Fig. 1: metal 2
Scale: 6 px per um.
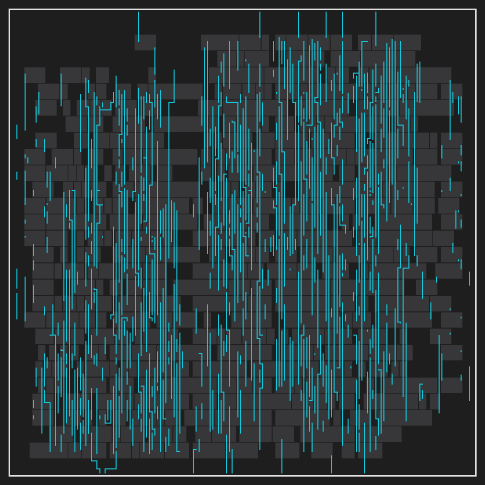
Fig. 2: clock wires, drivers and flops
Scale: 6 px per um.
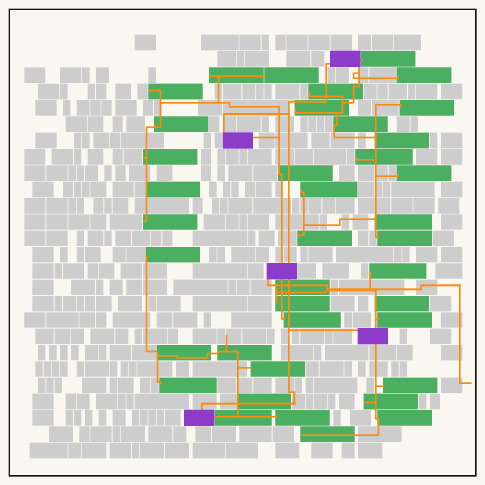
Fig. 3: nets reached from selected ports
Scale: 4 px per um.
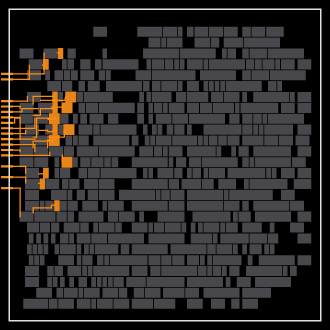
Fig. 4: cell classes on the final placement
Scale: 4 px per um. Fill, decap, tap and diode cells in grey.
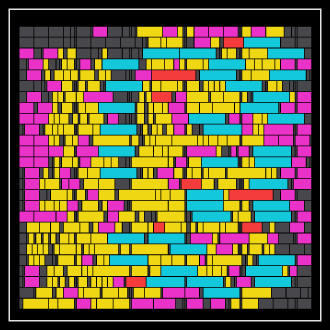
Fig. 5: clock wiring as the flow saved it
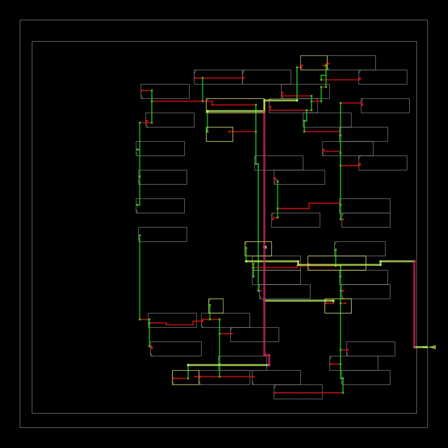
**config.mk**
```make
export PLATFORM = sky130hd
export DESIGN_NAME = decade_step_arbiter
export DESIGN_NICKNAME = d
export VERILOG_FILES = /design/src/rtl/decade_pkg.sv /design/src/rtl/decade_step.sv /design/src/rtl/decade_step_arbiter.sv
export SDC_FILE = /design/constraint.sdc
export NUM_CORES = 1
export LEC_CHECK = 0
export ABC_AREA = 1
export CAP_MARGIN = 30
export CORE_MARGIN = 2
export CORE_UTILIZATION = 44
export CTS_CLUSTER_DIAMETER = 50
export DETAILED_ROUTE_END_ITERATION = 10
export GPL_TIMING_DRIVEN = 0
export PLACE_DENSITY = 0.77
export SYNTH_ARGS = -nofsm -noshare
export SYNTH_HDL_FRONTEND = slang
export SYNTH_HIERARCHICAL = 1
export SYNTH_SLANG_ARGS = --single-unit
```
**constraint.sdc**
```tcl
create_clock -name clk -period 1.9 [get_ports clk]
set_input_delay 0.285 -clock clk [delete_from_list [all_inputs] [get_ports clk]]
set_output_delay 0.285 -clock clk [all_outputs]
set_load 0.05 [all_outputs]
```
**src/rtl/decade_pkg.sv**
```systemverilog
// Shared types for the decade-step sharing controller: opcodes, BCD limit and the issue-stage record.
// The issue id field is sized for the largest supported channel count (16).
package decade_pkg;

    typedef enum logic [1:0] {
        OP_READ  = 2'b00,
        OP_INC   = 2'b01,
        OP_LOAD  = 2'b10,
        OP_CLEAR = 2'b11
    } op_e;

    localparam logic [3:0] BCD_MAX = 4'd9;
    localparam int         ID_W    = 4;

    typedef struct packed {
        logic            valid;
        logic [ID_W-1:0] id;
        op_e             op;
        logic [3:0]      data;
    } issue_t;

endpackage

```
**src/rtl/decade_step.sv**
```systemverilog
// Combinational BCD decade-step evaluator: count, load, clear, read with 9->0 carry.
// Zero latency; no flow control, the caller presents one op at a time.
module decade_step
    import decade_pkg::*;
(
    input  logic [3:0] s_i,
    input  op_e        op_i,
    input  logic [3:0] ld_data_i,
    output logic [3:0] nxt_o,
    output logic       carry_o
);

    always_comb begin
        nxt_o   = s_i;
        carry_o = 1'b0;
        case (op_i)
            OP_READ: nxt_o = s_i;
            OP_INC: begin
                if (s_i == BCD_MAX) begin
                    nxt_o   = 4'd0;
                    carry_o = 1'b1;
                end else if (s_i > BCD_MAX) begin
                    // Illegal BCD codes (only reachable via LOAD) resync to 0 silently.
                    nxt_o = 4'd0;
                end else begin
                    nxt_o = s_i + 4'd1;
                end
            end
            OP_LOAD:  nxt_o = ld_data_i;
            OP_CLEAR: nxt_o = 4'd0;
            default:  nxt_o = s_i;
        endcase
    end

endmodule

```
**src/rtl/decade_step_arbiter.sv**
```systemverilog
// Round-robin sharing of one decade-step evaluator across NREQ counter channels, one op per cycle.
// Grant edge to done edge is 1 cycle; requesters hold req_i until granted, done has no backpressure.
module decade_step_arbiter
    import decade_pkg::*;
#(
    parameter int NREQ = 4,
    parameter int IDW  = $clog2(NREQ)
) (
    input  logic              clk,
    input  logic              rst_n,
    input  logic [NREQ-1:0]   req_i,
    input  logic [2*NREQ-1:0] op_i,
    input  logic [4*NREQ-1:0] ld_data_i,
    output logic [NREQ-1:0]   gnt_o,
    output logic              done_o,
    output logic [IDW-1:0]    done_id_o,
    output logic [3:0]        done_val_o,
    output logic              done_carry_o,
    output logic [4*NREQ-1:0] state_o,
    output logic [NREQ-1:0]   carry_o
);

    logic [NREQ-1:0][3:0] state_q, state_d;
    logic [NREQ-1:0]      carry_q, carry_d;
    logic [IDW-1:0]       rr_q, rr_d;
    issue_t               iss_q, iss_d;
    logic                 done_q, done_d;
    logic [IDW-1:0]       done_id_q, done_id_d;
    logic [3:0]           done_val_q, done_val_d;
    logic                 done_carry_q, done_carry_d;

    logic                 win_vld;
    logic [IDW-1:0]       win_id;
    logic [3:0]           cur_s;
    logic [3:0]           step_nxt;
    logic                 step_carry;

    // First requester at or after the pointer, wrapping.
    always_comb begin
        win_vld = 1'b0;
        win_id  = '0;
        for (int i = 0; i < NREQ; i++) begin
            if (!win_vld && req_i[(int'(rr_q) + i) % NREQ]) begin
                win_vld = 1'b1;
                win_id  = IDW'((int'(rr_q) + i) % NREQ);
            end
        end
    end

    assign gnt_o = win_vld ? (NREQ'(1) << win_id) : '0;

    always_comb begin
        rr_d  = rr_q;
        iss_d = '0;
        if (win_vld) begin
            rr_d                = (int'(win_id) == NREQ - 1) ? '0 : win_id + IDW'(1);
            iss_d.valid         = 1'b1;
            iss_d.id[IDW-1:0]   = win_id;
            iss_d.op            = op_e'(op_i[2*int'(win_id) +: 2]);
            iss_d.data          = ld_data_i[4*int'(win_id) +: 4];
        end
    end

    always_comb begin
        cur_s = '0;
        for (int i = 0; i < NREQ; i++) begin
            if (iss_q.id == ID_W'(i)) cur_s = state_q[i];
        end
    end

    decade_step u_step (
        .s_i       (cur_s),
        .op_i      (iss_q.op),
        .ld_data_i (iss_q.data),
        .nxt_o     (step_nxt),
        .carry_o   (step_carry)
    );

    // Writeback; the sticky carry is untouched by READ.
    always_comb begin
        state_d      = state_q;
        carry_d      = carry_q;
        done_d       = iss_q.valid;
        done_id_d    = done_id_q;
        done_val_d   = done_val_q;
        done_carry_d = done_carry_q;
        if (iss_q.valid) begin
            for (int i = 0; i < NREQ; i++) begin
                if (iss_q.id == ID_W'(i)) begin
                    state_d[i] = step_nxt;
                    if (iss_q.op != OP_READ) carry_d[i] = step_carry;
                end
            end
            done_id_d    = iss_q.id[IDW-1:0];
            done_val_d   = step_nxt;
            done_carry_d = step_carry;
        end
    end

    always_ff @(posedge clk or negedge rst_n) begin
        if (!rst_n) begin
            state_q      <= '0;
            carry_q      <= '0;
            rr_q         <= '0;
            iss_q        <= '0;
            done_q       <= 1'b0;
            done_id_q    <= '0;
            done_val_q   <= '0;
            done_carry_q <= 1'b0;
        end else begin
            state_q      <= state_d;
            carry_q      <= carry_d;
            rr_q         <= rr_d;
            iss_q        <= iss_d;
            done_q       <= done_d;
            done_id_q    <= done_id_d;
            done_val_q   <= done_val_d;
            done_carry_q <= done_carry_d;
        end
    end

    assign done_o       = done_q;
    assign done_id_o    = done_id_q;
    assign done_val_o   = done_val_q;
    assign done_carry_o = done_carry_q;
    assign state_o      = state_q;
    assign carry_o      = carry_q;

endmodule

```
==> notes.md <==
flow finished, numbers: Post-CTS Setup Bufs=22, global-route wire length before repair=11,100 um, DRC viols=0, Final Skew=0.0141 ns, vias in the first global route=between 2,000 and 2,500, met3 WL=405 um, root cell of the clock tree=clkbuf_8, Top cell excl fill/tap=nand2_1, CP peak stage delay=about 0.42 ns, Clock Latency Late Sink=just over 0.3 ns, Post-synth EDFFs=0, r2r setup slk=-0.27 ns, placed cell area=between 0.003 and 0.004 mm^2, most frequent cells in the layout=65 x nand2_1, 55 x clkdlybuf4s50_1, 38 x inv_1, 32 x dfrtp_1, 22 x buf_4, routed vias/inst=5.15, P&R area growth vs syn=76.6%, Final min period=roughly 2.5 ns, Cell Chain, Critical Path=buf_6 -> buf_6 -> nand2_1 -> nand2_1 -> nand2_1 -> nand2_2 -> a21oi_2 -> nand2_2 -> nand2_4 -> buf_12 -> inv_8 -> ha_4 -> nand2_4 -> clkinvlp_4 -> buf_8, final worst slack=-0.640 ns, Distinct cells, synth=30, Post-synth ARST share=100%, Top class by area=combinational gates, Syn Inst Count=roughly 330, logic area=~0.0017 mm^2, Total Routing Usage GR=between 20 and 25%, Critical Path Most Common Cell=nand2_1, violated checks=negative setup slack, # setup viols final=36, htree depth=2, Log Warnings=34, sequential area share after synthesis=41.1%, grt met1 use=27.2%, worst setup path end=gnt_o[1], Post-CTS Resized=~110, fmax=slightly below 400 MHz, pins over their slew limit=0, HP Class=input pin to async pin, largest net degree at the start of global routing=~40, Iteration-0 DRC Markers=126, Post-Syn Area=approximately 0.0024 mm^2, Synth Warn #=6, Inst Count DP=between 400 and 500, reg2reg end=state_o[4]$_DFFE_PN0P_, post-layout util=between 80% and 90%, outcome=finished with violations, Flop area=approximately 980 um^2, Synth Net Count=about 370, Critical Path Source=rr_q[0]$_DFFE_PN0P_, Final Hold Vio Count=0, Synth top cells by count=98 x nand2_1, 54 x inv_1, 39 x dfrtp_1, 33 x nand3_1, 16 x nor2_1, Mean Syn Cell Area=~7.2 um^2, Slowest-stage cell, CP=dfrtp_1, post-DR wirelength/cell=roughly 15 um, CP Launch Type=flip-flop, count leader, synth=nand2_1, MI comb cells=220, Max-area cell share=41.1%, Clock-cell share=about 3.2%, Finished Layout Cells=~500, Non-clock buffer share=between 20% and 30%, ANT nets after route=0, grt met3 use=around 4.5%
## Picture notes: Fig. 1
- share of all routed wire: 53%
- nets with wire on the layer: 386
- main direction: vertical
- wire length on this layer: 3,890 um
- longest straight run: 33.0 um
M2 GR Usage: 39.2%
WL final: 7290 um
vias: 2,568

## Picture notes: Fig. 2
- green: flip-flops (count 39)
- purple: clock-net drivers (count 5)
- orange: clock wires (length 510 um)
- routed clock nets: 6

## Picture notes: Fig. 3
- orange: `ld_data_i` (bits 16; direction input; edge left; end cells 16; buffers 16; wire 178 um)
# IOs: 62
port bufs: 61

## Picture notes: Fig. 4
- magenta: remaining buffers and delay cells (cells 102; share of their area 25%)
- cyan: registers (cells 39; share of their area 24%)
- yellow: remaining logic cells (cells 280; share of their area 48%)
- red: clock drivers and dummy loads (cells 8; share of their area 3.3%)

## Picture notes: Fig. 5
CLK BUF: 5
Clock Sinks: 39

[cell families after synthesis]
logic type                 count (synthesis)  share of synthesized area (%)
DFF                                       39                           41.1
and+or+nand+nor                          169                           31.8
adders and majority gates                  7                           3.68
buffers and inverters                     69                           11.9
AOI/OAI and AO/OA                         42                           10.7
xor gates and xnor gates                   1                          0.368
muxes                                      1                          0.474
[worst max-delay path: cells and delay by family (launching register included)]
kind	cells	cell delay [ns]
buffers and inverters	6	0.69
AND/OR/NAND/NOR	7	0.56
flip-flops	1	0.42
adder cells (fa/ha/maj)	1	0.15
AND-OR/OR-AND	1	0.14
[sequential cells by signal, summed over array words and instances, names as in the netlist]
signal / cells
state_o: 16
iss_q: 8
carry_o: 4
done_val_o: 4
done_id_o: 2
rr_q: 2
done_carry_o: 1
done_d: 1
done_o: 1
